### Close-up of the layout, run 1

Window x 80 to 130, y 122 to 172 microns. Cells in grey, sequential cells in the stronger grey; small squares are vias.
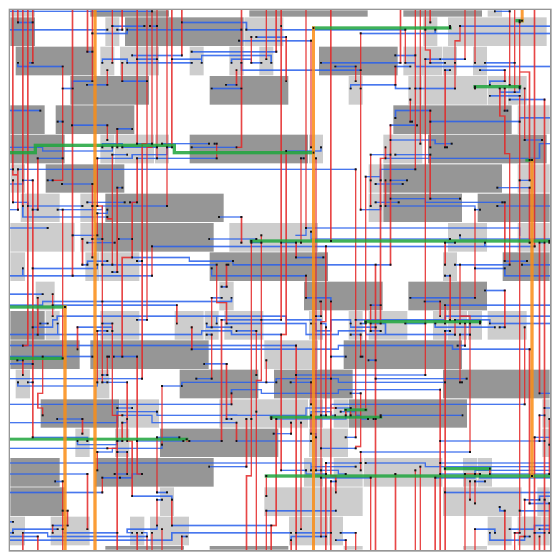
### Power grid, run 1

(2 px per micron) Pins as bars on the die edge.
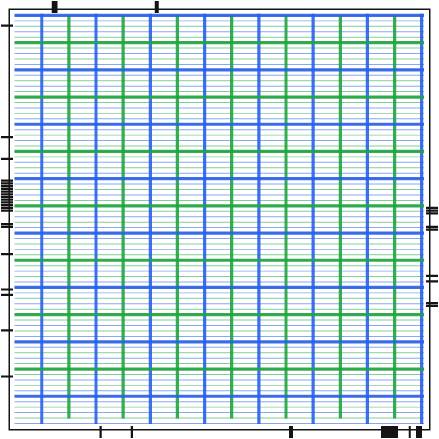
### Wiring heat map, run 1

(2 px per micron) The die is cut into 21 by 21 equal tiles; dark purple is low, yellow is high, scaled to the fullest tile. Values are wire area over tile area, all layers added.
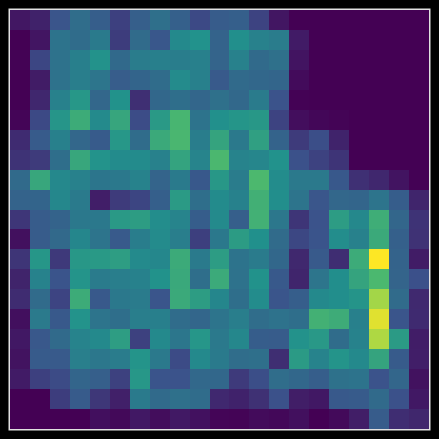
<file path="src/rtl/conv3x3_mac.sv">
// conv3x3_mac: shadow-buffered 3x3 window capture with sequential signed dot-product MAC
module conv3x3_mac #(
  parameter int DW   = 8,
  parameter int KW   = 8,
  parameter int ACCW = 20
) (
  input  logic             clk,
  input  logic             rst,
  input  logic [8:0]       sel,
  input  logic             d_load,
  input  logic             k_load,
  input  logic [DW-1:0]    din,
  input  logic [KW-1:0]    kin,
  output logic [ACCW-1:0]  result,
  output logic             out_valid,
  output logic             busy,
  output logic             overrun,
  output logic             sel_err
);
  typedef enum logic {IDLE, RUN} state_t;
  state_t state, state_nx;
  logic [DW-1:0] sh_d [9];
  logic [KW-1:0] sh_k [9];
  logic [DW-1:0] nsh_d [9];
  logic [KW-1:0] nsh_k [9];
  logic [DW-1:0] act_d [9];
  logic [KW-1:0] act_k [9];
  logic [3:0] t;
  logic [ACCW-1:0] acc;
  logic pending;
  logic onehot, ld, comp, last, commit;
  logic signed [DW+KW-1:0] prod;
  logic [ACCW-1:0] sum;
  // select decode, completion detect and the current tap product
  always_comb begin
    onehot = (sel != '0) && ((sel & (sel - 9'd1)) == '0);
    ld = d_load | k_load;
    comp = d_load & sel[8] & onehot;
    last = (state == RUN) && (t == 4'd8);
    commit = ((state == IDLE) && comp) || (last && (pending || comp));
    prod = $signed(act_d[t]) * $signed(act_k[t]);
    sum = acc + {{(ACCW-DW-KW){prod[DW+KW-1]}}, prod};
  end
  // shadow contents after this edge's writes; commits take these so the tap-8 word is merged in
  always_comb begin
    for (int i = 0; i < 9; i++) begin
      nsh_d[i] = (d_load && onehot && sel[i]) ? din : sh_d[i];
      nsh_k[i] = (k_load && onehot && sel[i]) ? kin : sh_k[i];
    end
  end
  // state register
  always_ff @(posedge clk) begin
    if (rst) state <= IDLE;
    else state <= state_nx;
  end
  // next state: enter RUN on completion, leave only when the last tap has no follow-on window
  always_comb begin
    state_nx = (state == IDLE) ? (comp ? RUN : IDLE) :
               (last && !(pending || comp)) ? IDLE : RUN;
  end
  // state-derived outputs
  always_comb begin
    busy = (state == RUN);
  end
  // shadow capture, window commit, accumulation and sticky flags
  always_ff @(posedge clk) begin
    if (rst) begin
      for (int i = 0; i < 9; i++) begin
        sh_d[i] <= '0;
        sh_k[i] <= '0;
        act_d[i] <= '0;
        act_k[i] <= '0;
      end
      t <= '0;
      acc <= '0;
      pending <= 1'b0;
      result <= '0;
      out_valid <= 1'b0;
      overrun <= 1'b0;
      sel_err <= 1'b0;
    end else begin
      for (int i = 0; i < 9; i++) begin
        sh_d[i] <= nsh_d[i];
        sh_k[i] <= nsh_k[i];
        if (commit) begin
          act_d[i] <= nsh_d[i];
          act_k[i] <= nsh_k[i];
        end
      end
      sel_err <= sel_err | (ld & ~onehot);
      out_valid <= last;
      if (last) result <= sum;
      if (commit) begin
        acc <= '0;
        t <= '0;
      end else if (state == RUN) begin
        acc <= sum;
        t <= t + 4'd1;
      end
      if (commit) pending <= 1'b0;
      else if ((state == RUN) && comp) pending <= 1'b1;
      if ((state == RUN) && !last && comp && pending) overrun <= 1'b1;
    end
  end
endmodule

</file>
<file path="config.mk">
export PLATFORM = sky130hd
export DESIGN_NAME = conv3x3_mac
export DESIGN_NICKNAME = d
export VERILOG_FILES = /design/src/rtl/conv3x3_mac.sv
export SDC_FILE = /design/constraint.sdc
export NUM_CORES = 1
export LEC_CHECK = 0
export CAP_MARGIN = 20
export CORE_MARGIN = 2
export CORE_UTILIZATION = 40
export DETAILED_ROUTE_END_ITERATION = 12
export PLACE_DENSITY_LB_ADDON = 0.15
export SYNTH_ARGS = -nofsm -noshare
export SYNTH_HDL_FRONTEND = slang
export SYNTH_SLANG_ARGS = --single-unit
</file>
<file path="constraint.sdc">
create_clock -name clk -period 12.1 [get_ports clk]
set_clock_uncertainty 0.2 [all_clocks]
set_input_delay 1.815 -clock clk [delete_from_list [all_inputs] [get_ports clk]]
set_output_delay 1.815 -clock clk [all_outputs]
set_load 0.005 [all_outputs]
</file>
==> summary.rpt, run 1 <==
RUN METRICS
----------------------------------------------------
[Outcome]
  Outcome ........................ finished, final reports clean

[Logic synthesis]
  # Cells Yosys ........................ 1545
  Post-synth EDFFs ........................ 144
  Number of nets produced by synthesis ........................ 1682
  Top_reg_cell synth ........................ dfxtp_1
  MUX share of area ........................ 14.8%
  Part of the Yosys area used for sequential elements ........................ 49.0%
  Post-synthesis share of cell area spent on and, or, nand and nor gates ........................ 14.5%
  Fraction of synthesis flops using an asynchronous set or reset pin ........................ 0%
  Post-synthesis cell area ........................ 0.0169 sq mm
  Post-synth cell types ........................ 60
  Number of cells produced by synthesis ........................ 1545
  Area fraction in full adders, half adders and majority gates ........................ 10.5%
  Average instance area after synthesis ........................ 10.9 sq um
  Yosys top cell by area ........................ edfxtp_1
  Top non-seq family ........................ multiplexers
  Dominant cells by area after synthesis ........................ edfxtp_1, dfxtp_1, mux2i_1
  Compound-Gate Fraction of Synth Area ........................ 5.28%
  Top cell type's share of synthesized area ........................ 25.6%
  Number of synthesized register bits ........................ 341
  Total cell area reported by yosys after synthesis ........................ 0.0169 sq mm
  Xor+xnor area frac ........................ 1.61%
  Total number of yosys warnings ........................ 0

[Clock tree]
  Clock transition time at the flip-flop clock pins of the worst setup and hold paths ........................ 0.06 ns
  Clock tree from TritonCTS ........................ yes
  Clk latency late pin ........................ 0.55 ns
  Number of levels in the clock H-tree ........................ 2
  Post-CTS Setup Bufs ........................ 0
  Number of buffers on the longest clock path ........................ 3
  Number of hold-repair buffers added at the cts stage ........................ 0
  Root Buffer ........................ clkbuf_16
  TritonCTS buffer count ........................ 39
  Number of gates resized after CTS ........................ 0
  Sink count of the clock tree ........................ 341

[Detailed routing]
  Metal1 wirelength ........................ 18100 microns
  DR iter-0 viols ........................ 555
  Via/cell ratio ........................ 5.12
  Antenna Violating Nets Remaining ........................ 0
  Metal2 WL ........................ 18000 microns
  Met3 WL post-DR ........................ 1360 microns
  DRC violation count after routing ........................ 0
  Final wirelength ........................ 38000 microns
  Max layer used ........................ met4
  Detailed Routing Iterations Pass 1 ........................ 5

[Power]
  Switching Fraction ........................ 25.9%
  Clock power frac ........................ 42.1%
  Total net switching power ........................ 0.707 mW
  Sequential group power ........................ 1.22 mW
  Reported leakage power ........................ 7.87 nW
  PD cells ........................ 143 mW/mm^2
  Logic gate share of total power ........................ 13.2%
  Part of the power in registers ........................ 44.8%
  Power Combinational ........................ 0.359 mW
  Power Internal ........................ 2.02 mW
  Clock Power ........................ 1.15 mW
  Top contributor to total power ........................ registers

[Global routing]
  Via count of the first global-routing pass ........................ 11000
  Number of antenna violations at the first check in global routing ........................ 0
  Largest net degree at the start of global routing ........................ 101
  First-pass GRT wire length ........................ 61000 microns
  Global route overflow ........................ 0

[Final layout]
  Clock buffer instance count of the final layout ........................ 57
  Number of ordinary inverters in the final layout ........................ 99
  Largest cell class by area ........................ sequential cells
  Final core utilization ........................ 45.7%
  Non-clock buffers ........................ 66
  Area taken by multi-input logic gates ........................ 0.00789 sq mm
  ClkCell Share ........................ 6.56%
  Count of sequential standard cells ........................ 341
  Proportion of cell area occupied by registers ........................ 43.3%
  Tally of filler cells in the layout ........................ 3902
  Sequential Area ........................ 0.00827 sq mm
  Buffering overhead ........................ 3.35%
  Share of final-layout standard cells stronger than drive strength 1 ........................ 8.45%
  Antenna diode count ........................ 0
  Area growth syn-to-layout ........................ 13.1%
  Final #Nets ........................ 1704
  Fraction of area in multi-input gates ........................ 41.3%
  Comb gates ........................ 1020

[Worst setup path]
  Crit path largest cell delay ........................ 0.79 ns
  Crit path arrival time ........................ 8.75 ns
  Data required time of the critical path ........................ 12.35 ns
  Register-to-register setup slack ........................ 3.60 ns
  Startpoint types ........................ register
  Type of element capturing the critical path ........................ register
  Crit-path slowest cell ........................ a21oi_1
  Crit path max fanout ........................ 32
  Depth of the worst register-to-register path ........................ 28
  Endpoint of the most critical register-to-register path ........................ result[19]
  Termination of the worst setup path ........................ result[19]
  Startpoint-to-endpoint class of the critical path ........................ reg2reg

[Hold path]
  Type of the most critical hold path ........................ reg2reg
  Worst hold path depth ........................ 2
  Hold Crit Start ........................ result[12]
  Worst hold endpoint ........................ result[12]

[Final timing]
  Post-Route Hold Slack ........................ 0.250 ns
  Total count of max-transition violations in the final report ........................ 0
  Final worst slack ........................ 3.60 ns
  Final worst-path cycle share ........................ 70.2%
  Final number of setup-violating endpoints ........................ 0
  Transition at the pin with the smallest max-transition slack ........................ 1.02 ns
  Final TNS setup ........................ 0 ns
  Max-slew headroom at the worst pin ........................ 32.0%
  Final hold violation count ........................ 0
  Post-route minimum period ........................ 8.50 ns
  Timing-limited maximum frequency ........................ 118 MHz
  RSZ-0062 raised after global routing ........................ false

[Placement]
  Worst slack at placement ........................ 3.50 ns
  Hpwl dp ........................ 23900 microns
  Count of input and output buffers ........................ 52
  Final weighted congestion in routability-driven placement ........................ 0.840

[Die]
  Placement row count ........................ 75
  Number of ports placed on the die boundary ........................ 53
  Chip area ........................ 0.0439 sq mm
  TAP cells ........................ 539
  Effective utilization at floorplan ........................ 40.4%

[Run]
  Number of max-cap violations ........................ 0
  Total number of warnings across the stage logs ........................ 30

----------------------------------------------------
-- 'Close-up of the layout' (at the start) --
[metal 1] blue
[metal 3] green
[metal 2] red
[metal 4] orange
most frequent: nor2_1 (39), mux2i_1 (17)
cells with their middle in the window: 108
sequential cells in the window: 30
netlist names of flops here include: `act_k` (15), `sh_k` (15)

-- 'Power grid' (at the start) --
[VDD] green
[VSS] blue
signal pins: 53
rows: 75
met5 straps: 15
die y size: 209 microns
die outline width: 209 microns
core box area: 0.0418 sq mm
Max rail drop VDD: 0.107 mV

-- 'Wiring heat map' (at the start) --
densest ninth of the die: middle
nearly empty tiles: 14%
tiles over half the peak: 15%
fullest tile: 0.44
emptiest ninth of the die: top right
Vias: 10900
global-route total usage across every layer: 17.7%
WL/cell: 17.8 microns

run 1: cell usage after synthesis, types with 14 or more instances:
| master | instances |
|---|---|
| a21oi_1 | 62 |
| clkbuf_1 | 67 |
| dfxtp_1 | 197 |
| edfxtp_1 | 144 |
| fa_1 | 56 |
| ha_1 | 52 |
| inv_1 | 97 |
| mux2i_1 | 176 |
| mux4_2 | 32 |
| nand2_1 | 52 |
| nand2b_1 | 14 |
| nand4_4 | 15 |
| nor2_1 | 380 |
| nor3_1 | 17 |
| o21ai_0 | 25 |
| xnor2_1 | 23 |
run 1: state kept, by name, indices dropped and copies added, names as in the netlist, 4 cells and up, named ones only:
| signal | flops |
|---|---|
| sh_k | 72 |
| acc | 20 |
| result | 20 |
| act_d | 72 |
| t | 4 |
| sh_d | 72 |
| act_k | 72 |
run 1: critical path: cells and delay by family (launching register included):
family	cells	cell delay, ns
simple gates	7	1.55
buf+inv	5	0.85
mux	2	0.74
xor+xnor	1	0.18
fa+ha+maj	6	2.71
flops	1	0.31
compound gates	7	1.83
run 1: stage by stage:
step                      cell area, sq um  std cells  power, mW
after global placement               17800       2063       1.60
after global routing                 19100       2137       2.85
final                                19100       2137       2.73
after floorplan                      16900       1545       1.52
after detailed placement             17800       2064       1.61
after CTS                            19100       2136       2.76
run 1: placed cells by master, fill, tap and decap left out, types with 32 or more instances in the layout:
master           instances
nor2_1                 380
dfxtp_1                196
mux2i_1                176
edfxtp_1               144
inv_1                   97
a21oi_1                 62
fa_1                    56
nand2_1                 52
ha_1                    52
clkdlybuf4s50_1         51
clkbuf_16               40
mux4_2                  32
run 1: layer usage:
metal	track usage, %	vias to the layer above
li1	-	5324
met1	24.1	5412
met2	29.6	169
met4	3.84	0
met5	0	-
met3	2.93	40
==> run 2, diff against run 1 <==
Clock period 12.1 ns to 8.7 ns, I/O delays scaled along.
==> run 2 against run 1 <==
  * Global-route usage up 0.18 points
  * Design area up 0.53%
  * Sequential power up 39%
  * First-iteration DRC count up 0.72%
  * Cell count up 0.37%
  * Wire length down 0.32%
==> summary.rpt, run 2 <==
RUN METRICS
----------------------------------------------------
[Final timing]
  Final TNS setup ........................ 0 ns (unchanged)
  Transition at the pin with the smallest max-transition slack ........................ 1.05 ns (was 1.02 ns)
  Final worst-path cycle share ........................ 91.8% (was 70.2%)
  Final worst slack ........................ 0.714 ns (was 3.60 ns)
  RSZ-0062 raised after global routing ........................ false (unchanged)
  Post-Route Hold Slack ........................ 0.256 ns (was 0.250 ns)
  Final hold violation count ........................ 0 (unchanged)

[Hold path]
  Worst hold endpoint ........................ result[11] (was result[12])
  Type of the most critical hold path ........................ reg2reg (unchanged)

[Detailed routing]
  Via/cell ratio ........................ 5.08 (was 5.12)
  DRC violation count after routing ........................ 0 (unchanged)
  Vias ........................ 10900 (about the same)
  Metal1 wirelength ........................ 18200 microns (was 18100 microns)
  WL/cell ........................ 17.6 microns (was 17.8 microns)
  Detailed Routing Iterations Pass 1 ........................ 5 (unchanged)
  Metal2 WL ........................ 17400 microns (was 18000 microns)
  Antenna Violating Nets Remaining ........................ 0 (unchanged)

[Clock tree]
  Number of levels in the clock H-tree ........................ 2 (unchanged)
  Sink count of the clock tree ........................ 341 (unchanged)
  Clock transition time at the flip-flop clock pins of the worst setup and hold paths ........................ 0.06 ns (about the same)
  Post-CTS Setup Bufs ........................ 0 (unchanged)
  TritonCTS buffer count ........................ 39 (unchanged)
  Clock tree from TritonCTS ........................ yes (unchanged)

[Final layout]
  Sequential Area ........................ 0.00827 sq mm (unchanged)
  Share of final-layout standard cells stronger than drive strength 1 ........................ 8.84% (was 8.45%)
  Antenna diode count ........................ 0 (unchanged)
  Leading cell types in the layout, fill and taps excluded ........................ nor2_1, dfxtp_1, mux2i_1 (unchanged)
  Final core utilization ........................ 46.0% (was 45.7%)

[Worst setup path]
  Crit-path slowest cell ........................ o21ai_0 (was a21oi_1)
  Data required time of the critical path ........................ 8.96 ns (was 12.35 ns)
  Endpoint of the most critical register-to-register path ........................ result[19] (unchanged)
  Type of element capturing the critical path ........................ register (unchanged)
  Depth of the worst register-to-register path ........................ 27 (was 28)
  Register-to-register setup slack ........................ 0.71 ns (was 3.60 ns)
  Buffers plus inverters on the worst setup path ........................ 4 (was 5)
  Startpoint-to-endpoint class of the critical path ........................ reg2reg (unchanged)

[Die]
  Die outline width ........................ 209 microns (unchanged)
  Number of ports placed on the die boundary ........................ 53 (unchanged)
  Chip area ........................ 0.0439 sq mm (unchanged)

[Global routing]
  First-pass GRT wire length ........................ 61500 microns (was 61000 microns)
  Largest net degree at the start of global routing ........................ 154 (was 101)
  Global-route track usage on met2 ........................ 29.0% (was 29.6%)
  Global-route total usage across every layer ........................ 17.8% (was 17.7%)
  Via count of the first global-routing pass ........................ 11100 (was 11000)

[Placement]
  Number of cells in the design after placement ........................ 2073 (was 2064)
  Placed cell areas ........................ 0.0179 sq mm (was 0.0178 sq mm)
  Count of input and output buffers ........................ 52 (unchanged)
  Worst slack at placement ........................ 0.670 ns (was 3.50 ns)

[Power]
  Max rail drop VDD ........................ 0.123 mV (was 0.107 mV)
  PD cells ........................ 199 mW/mm^2 (was 143 mW/mm^2)

[Logic synthesis]
  Part of the Yosys area used for sequential elements ........................ 49.0% (unchanged)
  Top_reg_cell synth ........................ dfxtp_1 (unchanged)
  # Cells Yosys ........................ 1545 (unchanged)
  Number of nets produced by synthesis ........................ 1682 (unchanged)
  Top cell type's share of synthesized area ........................ 25.6% (unchanged)
  Dominant cell by count in the synthesized netlist ........................ nor2_1 (unchanged)
  Post-synth EDFFs ........................ 144 (unchanged)
  Yosys top cell by area ........................ edfxtp_1 (unchanged)
  Post-synthesis cell area ........................ 0.0169 sq mm (unchanged)
  Total cell area reported by yosys after synthesis ........................ 0.0169 sq mm (unchanged)
  Fraction of synthesis flops using an asynchronous set or reset pin ........................ 0% (unchanged)
  Post-synth cell types ........................ 60 (unchanged)

[Run]
  Number of max-cap violations ........................ 0 (unchanged)

[Outcome]
  Outcome ........................ finished, final reports clean (unchanged)

----------------------------------------------------
[run 2: cell counts after synthesis]
Identical to the previous run, type by type.
[run 2: worst register-to-register path: cells and delay by family, from the launching register on]
| kind | cells | cell delay (ns) |
|---|---|---|
| compound gates | 8 | 1.92 |
| xor+xnor | 1 | 0.18 |
| fa+ha+maj | 6 | 2.70 |
| buf+inv | 4 | 0.63 |
| flops | 1 | 0.31 |
| mux | 2 | 0.41 |
| simple gates | 6 | 1.56 |
[run 2: how the worst max path moves through the flow]
stage,to,slack [ns],cells past startpoint
2_1_floorplan,result[19],1.13,28
3_3_place_gp,result[19],0.80,26
3_5_place_dp,result[19],0.67,26
4_1_cts,result[19],0.67,26
5_1_grt,result[19],0.09,28
6_report,result[19],0.71,27
[run 2: area by class of cell]
class | count | share of cell area [%]
Timing Repair Buffer | 74 | 3.71
Multi-Input combinational cell | 1020 | 41.1
Inverter | 99 | 1.96
Clock buffer | 61 | 6.03
Clock inverter | 11 | 0.639
Tap cell | 539 | 3.51
Sequential cell | 341 | 43.1
[run 2: cells by family (layout without fill, tap and decap cells)]
logic type                 Yosys count  count (layout)  synth area share (%)
buffers and inverters              184             245                  4.36
AOI/OAI and AO/OA                  144             144                  5.28
adders and majority gates          108             108                  10.5
and+or+nand+nor                    528             528                  14.5
DFF                                341             341                  49.0
xor gates and xnor gates            31              31                  1.61
muxes                              209             209                  14.8
[run 2: report_power, final]
part	switching, mW	internal [mW]
logic	0.312	0.185
registers	0.00727	1.69
clock network	0.675	0.953
total	0.995	2.83
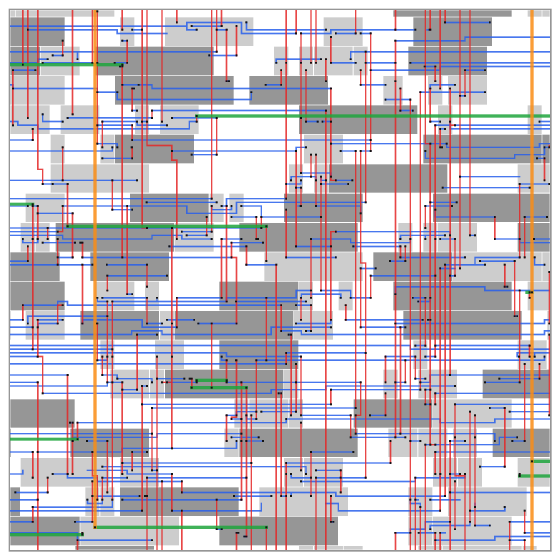
*Close-up of the layout, run 2*
Window x 80 to 130, y 122 to 172 microns. Cells in grey, sequential cells in the stronger grey; small squares are vias.

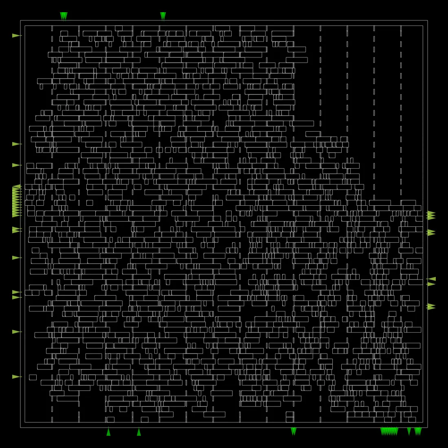
*Cell placement, run 2*
count of sequential standard cells: 341
proportion of cell area occupied by registers: 43.1%
post-layout instance count excluding filler cells: 2145
placement row count: 75
TAP cells: 539

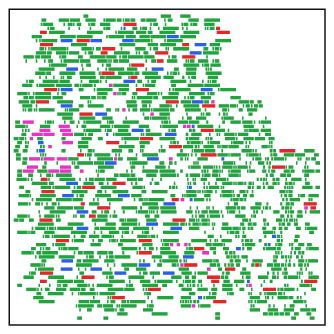
*Cells by drive strength, run 2*
(1.5 px per micron)
[_0 and _1 cells] green | cells: 1464 | share: 91%
[_3 and _4 cells] magenta | cells: 38 | share: 2.4%
[_2 cells] blue | cells: 46 | share: 2.9%
[_6 and larger] red | cells: 58 | share: 3.6%
Area growth syn-to-layout: 13.7%
final design area excluding fillers: 0.0192 sq mm

==> run 3, diff against run 2 <==
Settings changed: CORE_MARGIN 2 to default.
Clock period 8.7 ns to 8.4 ns, I/O delays scaled along.
==> run 3 against run 2 <==
  * Utilization grew 0.64 points
  * Non-clock buffer count increased by 7
  * Worst hold slack got worse by 0.0033 ns
  * Combinational power up 4.6%
  * Via count up 1.1%
  * Die area fell by 1.9%
  * Count of clock-buffer cells in the layout down 5
  * Worst setup slack got worse by 0.15 ns
  * Design area about the same
  * Critical path depth increased by 2
  * Register-to-register slack got worse by 0.15 ns
  * Sequential power grew 4%
  * Largest power group unchanged
==> summary.rpt, run 3 <==
RUN METRICS
----------------------------------------------------
[Final layout]
  Top logic cell by instance count in the layout ........................ nor2_1 (unchanged)
  Count of sequential standard cells ........................ 341 (unchanged)
  Leading cell types in the layout, fill and taps excluded ........................ nor2_1, dfxtp_1, mux2i_1 (unchanged)
  Area taken by multi-input logic gates ........................ 0.00790 sq mm (was 0.00789 sq mm)
  Final #Nets ........................ 1719 (was 1712)
  Proportion of cell area occupied by registers ........................ 43.1% (about the same)
  Fraction of area in multi-input gates ........................ 41.1% (about the same)
  Number of ordinary inverters in the final layout ........................ 99 (unchanged)
  Comb gates ........................ 1020 (unchanged)
  Clock buffer instance count of the final layout ........................ 56 (was 61)
  Tally of filler cells in the layout ........................ 3803 (was 3846)
  Largest cell class by area ........................ sequential cells (unchanged)
  Buffering overhead ........................ 4.25% (was 3.71%)
  Antenna diode count ........................ 0 (unchanged)
  Share of final-layout standard cells stronger than drive strength 1 ........................ 9.14% (was 8.84%)
  Sequential Area ........................ 0.00827 sq mm (about the same)
  ClkCell Share ........................ 6.14% (was 6.67%)

[Worst setup path]
  Crit path largest cell delay ........................ 0.53 ns (was 0.69 ns)
  Type of element capturing the critical path ........................ register (unchanged)
  Crit path arrival time ........................ 8.11 ns (was 8.25 ns)
  Register-to-register setup slack ........................ 0.56 ns (was 0.71 ns)
  Data required time of the critical path ........................ 8.67 ns (was 8.96 ns)
  Kind of cell adding the most delay to the critical path ........................ adder cells (unchanged)
  Startpoint types ........................ register (unchanged)
  Endpoint of the most critical register-to-register path ........................ result[19] (unchanged)
  Buffers plus inverters on the worst setup path ........................ 6 (was 4)
  Depth of the worst register-to-register path ........................ 29 (was 27)
  Crit path max fanout ........................ 18 (was 32)
  Termination of the worst setup path ........................ result[19] (unchanged)
  Critical path depth in cells ........................ 29 (was 27)
  Startpoint-to-endpoint class of the critical path ........................ reg2reg (unchanged)
  Crit-path slowest cell ........................ mux4_2 (was o21ai_0)

[Final timing]
  Transition at the pin with the smallest max-transition slack ........................ 1.08 ns (was 1.05 ns)
  Final TNS setup ........................ 0 ns (unchanged)
  Final number of setup-violating endpoints ........................ 0 (unchanged)
  Post-Route Hold Slack ........................ 0.252 ns (was 0.256 ns)
  Timing-limited maximum frequency ........................ 128 MHz (was 125 MHz)
  Total count of max-transition violations in the final report ........................ 0 (unchanged)
  RSZ-0062 raised after global routing ........................ false (unchanged)
  Max-slew headroom at the worst pin ........................ 28.0% (was 29.7%)
  Final worst-path cycle share ........................ 93.3% (was 91.8%)
  Final hold violation count ........................ 0 (unchanged)
  Post-route minimum period ........................ 7.84 ns (was 7.99 ns)

[Logic synthesis]
  Top cell type's share of synthesized area ........................ 25.6% (unchanged)
  Total cell area reported by yosys after synthesis ........................ 0.0169 sq mm (unchanged)
  Post-synthesis cell area ........................ 0.0169 sq mm (unchanged)
  Total number of yosys warnings ........................ 0 (unchanged)
  Dominant cell by count in the synthesized netlist ........................ nor2_1 (unchanged)
  Most frequent cells after synthesis ........................ nor2_1, dfxtp_1, mux2i_1 (unchanged)
  Fraction of synthesis flops using an asynchronous set or reset pin ........................ 0% (unchanged)
  Top_reg_cell synth ........................ dfxtp_1 (unchanged)
  Number of cells produced by synthesis ........................ 1545 (unchanged)
  Post-synth EDFFs ........................ 144 (unchanged)
  Number of synthesized register bits ........................ 341 (unchanged)
  Post-synth cell types ........................ 60 (unchanged)
  Yosys top cell by area ........................ edfxtp_1 (unchanged)
  Dominant cells by area after synthesis ........................ edfxtp_1, dfxtp_1, mux2i_1 (unchanged)
  Part of the Yosys area used for sequential elements ........................ 49.0% (unchanged)
  Average instance area after synthesis ........................ 10.9 sq um (unchanged)
  Number of nets produced by synthesis ........................ 1682 (unchanged)
  # Cells Yosys ........................ 1545 (unchanged)

[Die]
  TAP cells ........................ 532 (was 539)
  Chip area ........................ 0.0430 sq mm (was 0.0439 sq mm)
  Effective utilization at floorplan ........................ 41.0% (was 40.4%)
  Die y size ........................ 207 microns (was 209 microns)
  Core box area ........................ 0.0412 sq mm (was 0.0418 sq mm)
  Placement row count ........................ 74 (was 75)
  Die outline width ........................ 207 microns (was 209 microns)
  Number of ports placed on the die boundary ........................ 53 (unchanged)

[Clock tree]
  Clk latency late pin ........................ 0.57 ns (was 0.56 ns)
  Number of levels in the clock H-tree ........................ 2 (unchanged)
  Number of buffers on the longest clock path ........................ 3 (unchanged)
  Clock transition time at the flip-flop clock pins of the worst setup and hold paths ........................ 0.06 ns (about the same)
  Number of gates resized after CTS ........................ 0 (unchanged)
  Sink count of the clock tree ........................ 341 (unchanged)
  Number of hold-repair buffers added at the cts stage ........................ 0 (unchanged)
  Post-CTS Setup Bufs ........................ 0 (unchanged)
  Clock tree from TritonCTS ........................ yes (unchanged)
  Root Buffer ........................ clkbuf_16 (unchanged)
  TritonCTS buffer count ........................ 39 (unchanged)

[Global routing]
  Global route overflow ........................ 0 (unchanged)
  Global-route total usage across every layer ........................ 18.0% (was 17.8%)
  Largest net degree at the start of global routing ........................ 145 (was 154)
  First-pass GRT wire length ........................ 61200 microns (was 61500 microns)
  Via count of the first global-routing pass ........................ 10900 (was 11100)
  Number of antenna violations at the first check in global routing ........................ 1 (unchanged)

[Power]
  Max rail drop VDD ........................ 0.150 mV (was 0.123 mV)
  Reported leakage power ........................ 7.91 nW (about the same)
  PD cells ........................ 202 mW/mm^2 (was 199 mW/mm^2)
  Switching Fraction ........................ 26.3% (was 26.0%)
  Logic gate share of total power ........................ 13.4% (was 13.0%)
  Power Internal ........................ 2.86 mW (was 2.83 mW)
  Total net switching power ........................ 1.02 mW (was 0.995 mW)
  Clock power frac ........................ 41.2% (was 42.6%)
  Part of the power in registers ........................ 45.3% (was 44.4%)

[Detailed routing]
  Detailed Routing Iterations Pass 1 ........................ 7 (was 5)
  Via/cell ratio ........................ 5.14 (was 5.08)
  Antenna Violating Nets Remaining ........................ 0 (unchanged)
  DR iter-0 viols ........................ 641 (was 559)
  DRC violation count after routing ........................ 0 (unchanged)

[Run]
  Number of max-cap violations ........................ 0 (unchanged)
  Total number of warnings across the stage logs ........................ 31 (unchanged)

[Placement]
  Final weighted congestion in routability-driven placement ........................ 0.922 (was 0.831)
  Count of input and output buffers ........................ 52 (unchanged)
  Hpwl dp ........................ 23900 microns (was 23800 microns)

[Outcome]
  Outcome ........................ finished, final reports clean (unchanged)

[Hold path]
  Type of the most critical hold path ........................ reg2reg (unchanged)

----------------------------------------------------
[run 3: power by group through the flow]
| stage | combinational, mW | clock (mW) | sequential, mW |
|---|---|---|---|
| finish | 0.521 | 1.60 | 1.76 |
| global route | 0.585 | 1.71 | 1.76 |
| CTS | 0.522 | 1.65 | 1.76 |
| detailed placement | 0.521 | 0 | 1.79 |
| global placement | 0.516 | 0 | 1.79 |
| floorplan | 0.388 | 0 | 1.80 |
[run 3: how the worst min path moves through the flow]
stage | from | to | slack (ns) | cells past startpoint
after floorplan | acc[18] | acc[18] | 0.24 | 2
after global placement | result[11] | result[11] | 0.24 | 2
after detailed placement | result[11] | result[11] | 0.25 | 2
after CTS | result[11] | result[11] | 0.25 | 2
after global routing | result[11] | result[11] | 0.27 | 2
final | result[11] | result[11] | 0.25 | 2
[run 3: metrics by stage]
stage / cells / instance area, sq um / util (%) / setup slack (ns) / power, mW
global route: 2141 / 19200 / 46.6 / 0.0205 / 4.06
detailed placement: 2071 / 18000 / 43.6 / 0.288 / 2.32
floorplan: 1545 / 16900 / - / 0.833 / 2.18
global placement: 2071 / 18000 / 43.6 / 0.437 / 2.31
finish: 2141 / 19200 / 46.6 / 0.563 / 3.88
CTS: 2139 / 19100 / 46.5 / 0.294 / 3.93
[run 3: kinds of logic after synthesis]
logic type               count (synthesis)  synth area share [%]
AND-OR/OR-AND                          144                  5.28
XOR/XNOR                                31                  1.61
adder cells (fa/ha/maj)                108                  10.5
buffers and inverters                  184                  4.36
flip-flops                             341                  49.0
multiplexers                           209                  14.8
AND/OR/NAND/NOR                        528                  14.5
[run 3: routing by layer]
metal	up-vias	track usage, %	wire length, microns
met3	51	3.25	1350
met2	149	28.4	17300
met1	5458	25.2	18300
met5	-	0	13
met4	2	5.02	750
li1	5353	-	-
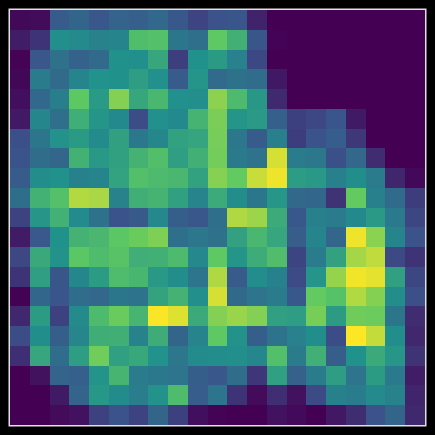
*Wiring heat map, run 3*
(2 px per micron) The die is cut into 21 by 21 equal tiles; dark purple is low, yellow is high, scaled to the fullest tile. Values are wire area over tile area, all layers added.
nearly empty tiles: 13%
densest ninth of the die: middle
mean over tiles: 0.14
fullest tile: 0.34
emptiest ninth of the die: top right
tiles over half the peak: 35%
WL/cell: 17.6 microns
Vias: 11000
final wirelength: 37700 microns

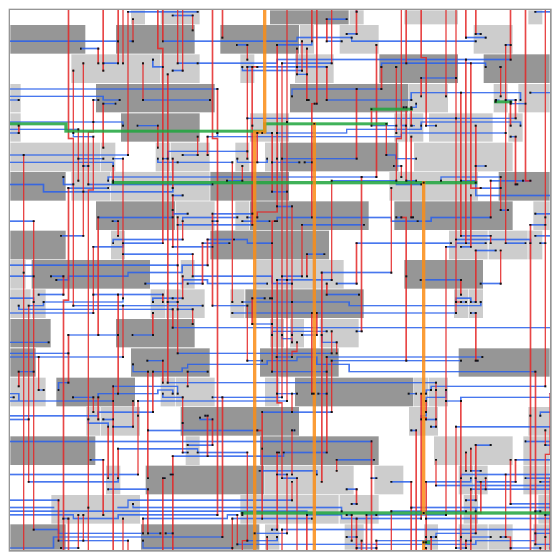
*Close-up of the layout, run 3*
Window x 79 to 129, y 120 to 170 microns. Cells in grey, sequential cells in the stronger grey; small squares are vias.

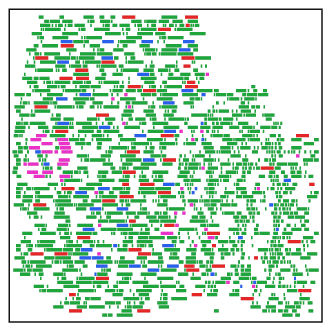
*Cells by drive strength, run 3*
(1.5 px per micron)
[_0 and _1 cells] green | cells: 1462 | share: 91%
[_3 and _4 cells] magenta | cells: 44 | share: 2.7%
[_2 cells] blue | cells: 49 | share: 3.0%
[_6 and larger] red | cells: 54 | share: 3.4%
Non-clock buffers: 81
Area growth syn-to-layout: 13.8%
final design area excluding fillers: 0.0192 sq mm

Power and IR drop assume default switching activity.
